<file path="config.mk">
export PLATFORM = sky130hd
export DESIGN_NAME = serial_transmitter
export DESIGN_NICKNAME = d
export VERILOG_FILES = /design/src/rtl/serial_transmitter.sv
export SDC_FILE = /design/constraint.sdc
export NUM_CORES = 1
export LEC_CHECK = 0
export CAP_MARGIN = 20
export CORE_MARGIN = 2
export CORE_UTILIZATION = 45
export CTS_BUF_LIST = sky130_fd_sc_hd__clkbuf_16
export DETAILED_ROUTE_END_ITERATION = 7
export PLACE_DENSITY = 0.66
export SLEW_MARGIN = 20
export SYNTH_ARGS = -nofsm -noshare
export SYNTH_HDL_FRONTEND = slang
export SYNTH_SLANG_ARGS = --single-unit
</file>
<file path="constraint.sdc">
create_clock -name clk -period 1.7 [get_ports clk]
set_input_delay 0.51 -clock clk [delete_from_list [all_inputs] [get_ports clk]]
set_output_delay 0.51 -clock clk [all_outputs]
set_load 0.1 [all_outputs]
</file>
<file path="src/rtl/serial_transmitter.sv">
// Parallel-to-serial transmitter for the 40-bit serial link: start bit, WIDTH data
// bits LSB-first, then GAP low cycles. A one-word holding register queues the next frame.
module serial_transmitter #(
  parameter int WIDTH = 40,
  parameter int GAP   = 2
) (
  input  logic             clk,
  input  logic             rst_n,
  input  logic [WIDTH-1:0] data,
  input  logic             data_valid,
  output logic             data_ready,
  output logic             so,
  output logic             busy,
  output logic             tx_done
);

  typedef enum logic [2:0] {S_GUARD, S_IDLE, S_START, S_DATA, S_GAP} state_t;

  localparam int CW = $clog2(WIDTH + GAP + 1);
  localparam logic [CW-1:0] GUARD_LAST = CW'(WIDTH + GAP - 1);
  localparam logic [CW-1:0] DATA_LAST  = CW'(WIDTH - 1);
  localparam logic [CW-1:0] GAP_LAST   = CW'(GAP - 1);

  state_t           state_q, state_d;
  logic [CW-1:0]    cnt_q, cnt_d;
  logic [WIDTH-1:0] shift_q, shift_d;
  logic [WIDTH-1:0] hold_q, hold_d;
  logic             full_q, full_d;
  logic             so_q, so_d;
  logic             done_q, done_d;
  logic             take;

  assign data_ready = rst_n && !full_q;
  assign busy       = rst_n && (state_q != S_IDLE);
  assign so         = so_q;
  assign tx_done    = done_q;
  assign take       = data_valid && data_ready;

  always_ff @(posedge clk or negedge rst_n) begin
    if (!rst_n) begin
      state_q <= S_GUARD;
      cnt_q   <= '0;
      shift_q <= '0;
      hold_q  <= '0;
      full_q  <= 1'b0;
      so_q    <= 1'b0;
      done_q  <= 1'b0;
    end else begin
      state_q <= state_d;
      cnt_q   <= cnt_d;
      shift_q <= shift_d;
      hold_q  <= hold_d;
      full_q  <= full_d;
      so_q    <= so_d;
      done_q  <= done_d;
    end
  end

  // so is registered: each branch computes the line level for the state being entered.
  always_comb begin
    state_d = state_q;
    cnt_d   = cnt_q;
    shift_d = shift_q;
    hold_d  = hold_q;
    full_d  = full_q;
    so_d    = 1'b0;
    done_d  = 1'b0;
    case (state_q)
      S_GUARD: begin
        if (cnt_q == GUARD_LAST) begin
          state_d = S_IDLE;
          cnt_d   = '0;
        end else begin
          cnt_d = cnt_q + 1'b1;
        end
      end
      S_IDLE: begin
        if (full_q) begin
          state_d = S_START;
          so_d    = 1'b1;
        end
      end
      S_START: begin
        state_d = S_DATA;
        so_d    = hold_q[0];
        shift_d = hold_q >> 1;
        full_d  = 1'b0;
        cnt_d   = '0;
      end
      S_DATA: begin
        if (cnt_q == DATA_LAST) begin
          state_d = S_GAP;
          cnt_d   = '0;
          done_d  = 1'b1;
        end else begin
          so_d    = shift_q[0];
          shift_d = shift_q >> 1;
          cnt_d   = cnt_q + 1'b1;
        end
      end
      S_GAP: begin
        if (cnt_q == GAP_LAST) begin
          cnt_d = '0;
          if (full_q) begin
            state_d = S_START;
            so_d    = 1'b1;
          end else begin
            state_d = S_IDLE;
          end
        end else begin
          cnt_d = cnt_q + 1'b1;
        end
      end
      default: state_d = S_GUARD;
    endcase
    // take implies the holding register is empty, so this never clobbers a held word
    if (take) begin
      hold_d = data;
      full_d = 1'b1;
    end
  end

endmodule

</file>
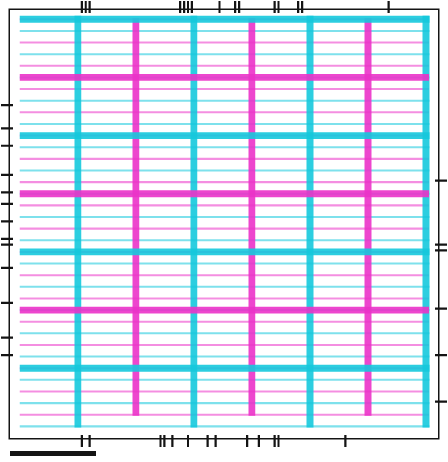
Run 1: supply network
Scale bar: 20 µm. Pins as bars on the die edge.
Key: VDD = magenta; VSS = cyan
47 signal pins sit on the boundary. 7 straps on met5.

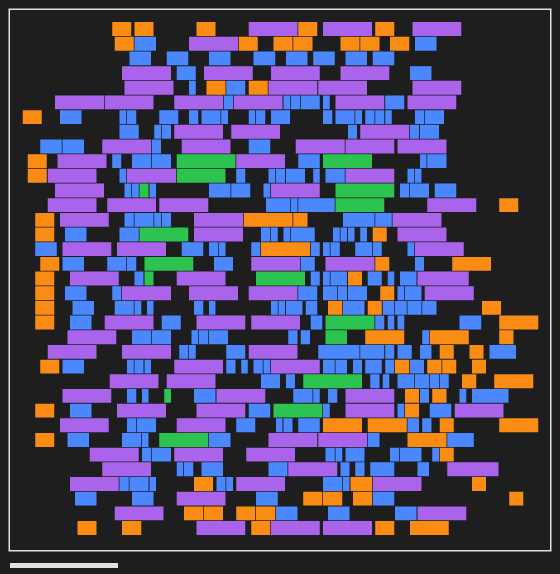
Run 1: cell classes on the final placement
Scale bar: 20 µm.
Key: remaining logic cells = blue [cells 242]; clock drivers and dummy loads = green [cells 16]; remaining buffers and delay cells = orange [cells 76]; registers = purple [cells 91]

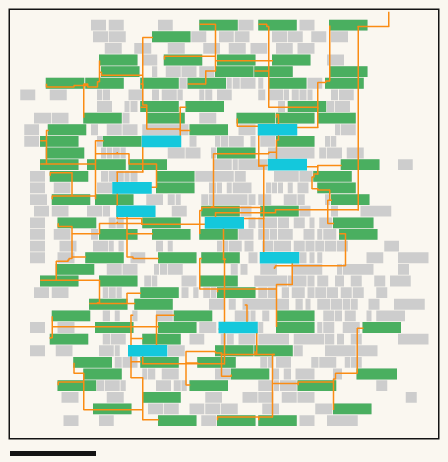
Run 1: clock distribution
Scale bar: 20 µm.
Key: flip-flops = green [count 91]; clock-net drivers = cyan [count 9]; clock wires = orange [length 1,060 µm]
Position of the flops: widely spread. There are 10 routed clock nets.
Worst Skew: 0.00627 ns
Clock power frac: 0.439
Clock group: 2.25 mW
clk_lat worst skew: 0.33 ns

==> impl_metrics.ini, run 1 <==
; generated from flow reports
[global_routing]
track_usage = 0.166
top_usage_layer = met2
grt_pass1_vias = 2757
grt_util_met1 = 0.227
globalRouteMet3Util = 0.0362
grt_overflow_total = 0
grt_pass1_wl_mm = 13.2
grt_start_max_net_pins = 61
use_met2 = 0.265
antenna_found_initial = 0

[critical_path]
cpMaxStageDelayCell = dfrtp_1
cpPeakStageDelay_ns = 0.40
crit_path_end = busy
endpoint_kind = primary output
regToRegStartpoint = cnt_q[1]
path_cells = inv_2 -> nor2_4 -> a21boi_4 -> buf_12
r2r_cells = 7
worstPathRequired_ns = 1.19
start_kind = flip-flop
rrSetupSlack_ns = 0.03
path_max_fanout = 3
critPathArrivalTime_ns = 1.19
critPathLaunch = state_q[0]
timing.rr.end = cnt_q[0]
worstSetupPathType = flip-flop to primary output

[detailed_routing]
drc = 0
m1WireLength_mm = 3.76
drtPass1Iterations = 4
vias = 2909
routedWlPerCell_um = 15.5
dr.max_layer_used = met4
met2_length_mm = 4.18
drtAntennaViolNets = 0
viasPerCell = 5.43
dr_wl_met3_um = 262
first_iter_violations = 126
wirelength_mm = 8.29

[clock_network]
cts_root_buf = clkbuf_16
clock_sinks = 91
cts_hold_buf = 0
cts-resized-gates = 5
cts.htree.levels = 3
cts_tree = yes
cts_made_buffers = 9
cts_buffer_depth = 2
path_clk_slew_ns = 0.06
postCtsSetupBuffers = 3

[timing]
setup_viol = 0
timing.fmax_ghz = 0.590
totalNegativeSetupSlack_ns = 0
fin_crit_sh = 0.998
hold_slack_ns = 0.236
period_needed_ns = 1.70
slew_violations = 0
relSlewSlack = 0.515
finalWorstSetupSlack_ns = 0.00385
rsz0062_at_grt = true
worstMarginPinSlew_ns = 0.728
hold_viol_final = 0

[floorplanning]
core_mm2 = 0.00911
die_area_mm2 = 0.0100
die_x_um = 100
initial_core_util = 0.456
rows = 35
die_h_um = 100
num_io_pins = 47

[synthesis]
ys_top_cells_by_count = dfrtp_1, a21oi_1, nor2_1
yosys.area_share.simple = 0.0864
synth-seq-cells = 91
top_logic_kind = multiplexers
mux_area_frac = 0.203
synth-edff-count = 0
ys.warnings.count = 0
yosysChipArea_mm2 = 0.00416
netlist_instances = 356
ys_cells = 356
syn_area_per_cell_um2 = 11.7
ys_seq_share = 0.548
ys_async_sr_fraction = 1.00
yosys.area.top_type = dfrtp_1
ys_sh_xor = 0.00211
synth.most_common_cell = dfrtp_1
adder_share = 0.00602
syn-num-nets = 401
yosys.area.top_type_share = 0.548
synthFlopType = dfrtp_1
synth.area.top_cells = dfrtp_1, mux2_2, mux2i_1, a21oi_1, nor2_1
synth_area_mm2 = 0.00416
synth.cellmix.compoundShare = 0.109
yosysUniqueCellTypes = 44

[layout]
regArea_mm2 = 0.00228
n_fill_cell = 756
fin_cells = 536
stdcell_area_mm2 = 0.00537
final_common_cell = dfrtp_1
drive_gt1_frac = 0.252
combGateArea_mm2 = 0.00175
nets = 465
area_delta_synth_final_pct = 29.3
fin_util = 0.590
final_cell_mix = dfrtp_1, a21oi_1, nor2_1, mux2_2, clkdlybuf4s50_1
antenna-diode-count = 0

[place]
dp_cells = 508
dpl.hpwl_mm = 5.05
dp_slack_ns = -0.0597
io_buffers = 46
postPlaceCellArea_mm2 = 0.00486
gp_congestion = 0.861

[min_path]
hp-class = input port to async pin

[run]
maxCapViolCount = 0
warnings = 30

[pwr]
p_per_area_mw_per_mm2 = 955
total_power_mw = 5.13
p_leak_nw = 2.76
peakVddDrop_mv = 0.639

[status]
status = finished, final reports clean
==> run 1: state kept, by name, indices dropped and copies added (netlist names) <==
register  count
hold_q       40
shift_q      39
cnt_q         6
state_q       3
full_q        1
so            1
tx_done       1
==> run 1: final cells by class <==
cell class                 count  share of cell area
clock buffer                   9              0.0419
clock inverter                 7              0.0214
inverter                       8             0.00559
multi-input combinational    234               0.325
sequential                    91               0.424
tap                          111              0.0259
timing repair buffer          76               0.156
==> run 1: power by group <==
group          internal [mW]  switching, mW
registers               2.34         0.0951
clock network           1.44          0.814
logic                  0.277          0.167
total                   4.05           1.08
==> run 1: critical path, delay by kind of cell (launching register included) <==
family                 cells  cell delay (ns)
flip-flops                 1             0.40
buffers and inverters      2             0.27
AND-OR/OR-AND              1             0.14
AND/OR/NAND/NOR            1             0.04
Run 1, congestion heat map:
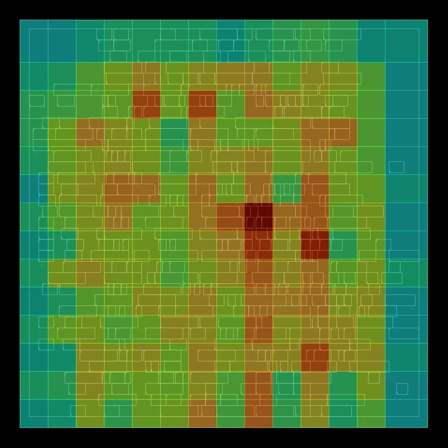

==> run 2, diff against run 1 <==
--- a/config.mk
+++ b/config.mk
@@ -5,12 +5,13 @@
 export SDC_FILE = /design/constraint.sdc
 export NUM_CORES = 1
 export LEC_CHECK = 0
+export ABC_CLOCK_PERIOD_IN_PS = 1700
 export CAP_MARGIN = 20
 export CORE_MARGIN = 2
-export CORE_UTILIZATION = 45
+export CORE_UTILIZATION = 35
 export CTS_BUF_LIST = sky130_fd_sc_hd__clkbuf_16
 export DETAILED_ROUTE_END_ITERATION = 7
-export PLACE_DENSITY = 0.66
+export SETUP_SLACK_MARGIN = 0.3
 export SLEW_MARGIN = 20
 export SYNTH_ARGS = -nofsm -noshare
 export SYNTH_HDL_FRONTEND = slang
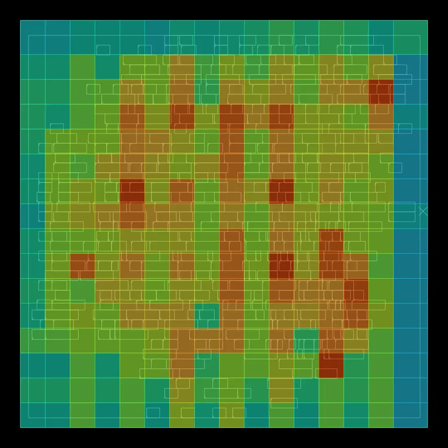
Run 2: congestion heat map
fin util: 0.553
GRT Overall Usage: 0.161
M1 GR Usage: 0.206
met3 global-route usage: 0.0364

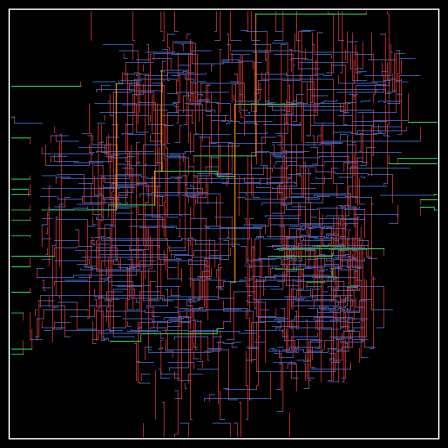
Run 2: signal wires by layer
Key: M2 = red [wire length 5,210 µm]; M3 = green [wire length 350 µm]; M1 = blue [wire length 4,380 µm]; M4 = orange [wire length 153 µm]
Post-Route WL: 10.1 mm
Avg WL per Cell: 17.0 µm
vias: 3,047

==> impl_metrics.ini, run 2 <==
; generated from flow reports
[synthesis]
synth_area_mm2 = 0.00416
ys_seq_share = 0.548
yosysUniqueCellTypes = 44
ys_top_cells_by_count = dfrtp_1, a21oi_1, nor2_1
yosys.area.top_type = dfrtp_1
synth.most_common_cell = dfrtp_1
synth-seq-cells = 91
synthFlopType = dfrtp_1
syn_area_per_cell_um2 = 11.7
syn-num-nets = 401
yosys.area.top_type_share = 0.548
synth-edff-count = 0
ys_async_sr_fraction = 1.00
ys_cells = 356
ys.warnings.count = 0

[layout]
sh_comb_area = 0.360
drive_gt1_frac = 0.486
seq_share = 0.358
top_regs = hold_q: 40 flops, shift_q: 39 flops, cnt_q: 6 flops
num-nonclk-buffers = 100
ff_count = 91
area_delta_synth_final_pct = 53.3
largest_register_ffs = 40
logic_gate_count = 234
antenna-diode-count = 0
largest_cell_class = multi-input combinational cells
combGateArea_mm2 = 0.00229
stdcell_area_mm2 = 0.00637
n_all_inverters = 8
nonClkBufAreaFrac = 0.208
fin_cells = 592
nClkBuffers = 9
final_cell_mix = dfrtp_1, clkdlybuf4s50_1, a21oi_2
regArea_mm2 = 0.00228
largest-register = hold_q
nets = 489
clock_area_frac = 0.0412
final_common_cell = dfrtp_1

[place]
gp_congestion = 0.807
io_buffers = 46
postPlaceCellArea_mm2 = 0.00508
dpl.hpwl_mm = 5.41

[pwr]
peakVddDrop_mv = 0.555
p_per_area_mw_per_mm2 = 749
p_leak_nw = 3.02
total_power_mw = 4.77

[timing]
worstMarginPinSlew_ns = 0.869
slew_violations = 0
hold_viol_final = 0
setup_viol = 12
finalWorstSetupSlack_ns = -0.130
timing.fmax_ghz = 0.547
relSlewSlack = 0.421
rsz0062_at_grt = true
hold_slack_ns = 0.179
fin_crit_sh = 1.08
worst_clock_skew_ns = 0.00974

[global_routing]
grt_start_max_net_pins = 69
antenna_found_initial = 0
grt_overflow_total = 0
grt_pass1_wl_mm = 16.1
use_met2 = 0.267
top_usage_layer = met2

[floorplanning]
die_x_um = 113
die_area_mm2 = 0.0128
rows = 39
num_io_pins = 47
core_mm2 = 0.0115
initial_core_util = 0.361

[critical_path]
timing.rr.end = shift_q[20]
endpoint_kind = primary output
r2r_cells = 9
worstSetupPathType = flip-flop to primary output
worstPathRequired_ns = 1.19
path_max_fanout = 3
cpPeakStageDelay_ns = 0.40
path_cells = inv_2 -> nor2_2 -> buf_6 -> a21boi_4 -> buf_12
cpMaxStageDelayCell = dfrtp_1
crit_path_end = busy
rrSetupSlack_ns = -0.04
cp_num_buf_inv = 3
critPathTopFamily = flip-flops
start_kind = flip-flop
critPathLaunch = state_q[0]

[clock_network]
cts_tree = yes
cts_buffer_depth = 2
clock_sinks = 91
clk_latency_ns = 0.34
cts.htree.levels = 3
path_clk_slew_ns = 0.06
cts_hold_buf = 0
cts_made_buffers = 9

[detailed_routing]
drtAntennaViolNets = 0
dr.max_layer_used = met4
first_iter_violations = 148
drc = 1
drtPass1Iterations = 6
met2_length_mm = 5.21
dr_wl_met3_um = 350
viasPerCell = 5.15
m1WireLength_mm = 4.38

[status]
violations = DRC, setup timing
status = finished with violations

[min_path]
hp-class = input port to async pin

[run]
maxCapViolCount = 0
warnings = 30
run 2: kinds of logic after synthesis:
family / count (synthesis) / share of synthesized area
XOR/XNOR: 1 / 0.00211
adder cells (fa/ha/maj): 2 / 0.00602
flip-flops: 91 / 0.548
buffers and inverters: 31 / 0.0455
AND-OR/OR-AND: 75 / 0.109
AND/OR/NAND/NOR: 77 / 0.0864
multiplexers: 79 / 0.203
run 2: report_power, final:
part           switching, mW  internal, mW  total, mW
sequential             0.112          2.34       2.45
clock                  0.828         0.973       1.80
combinational          0.196         0.321      0.517
run 2: what timing repair did:
| action | CTS | global route |
|---|---|---|
| setup buffers | 17 | 7 |
| cloned | 10 | 1 |
| pin swaps | 19 | 20 |
| setup endpoints to repair | 57 | 64 |
| gates resized | 95 | 48 |
| hold endpoints to repair | 0 | 0 |
Power and IR drop assume default switching activity.
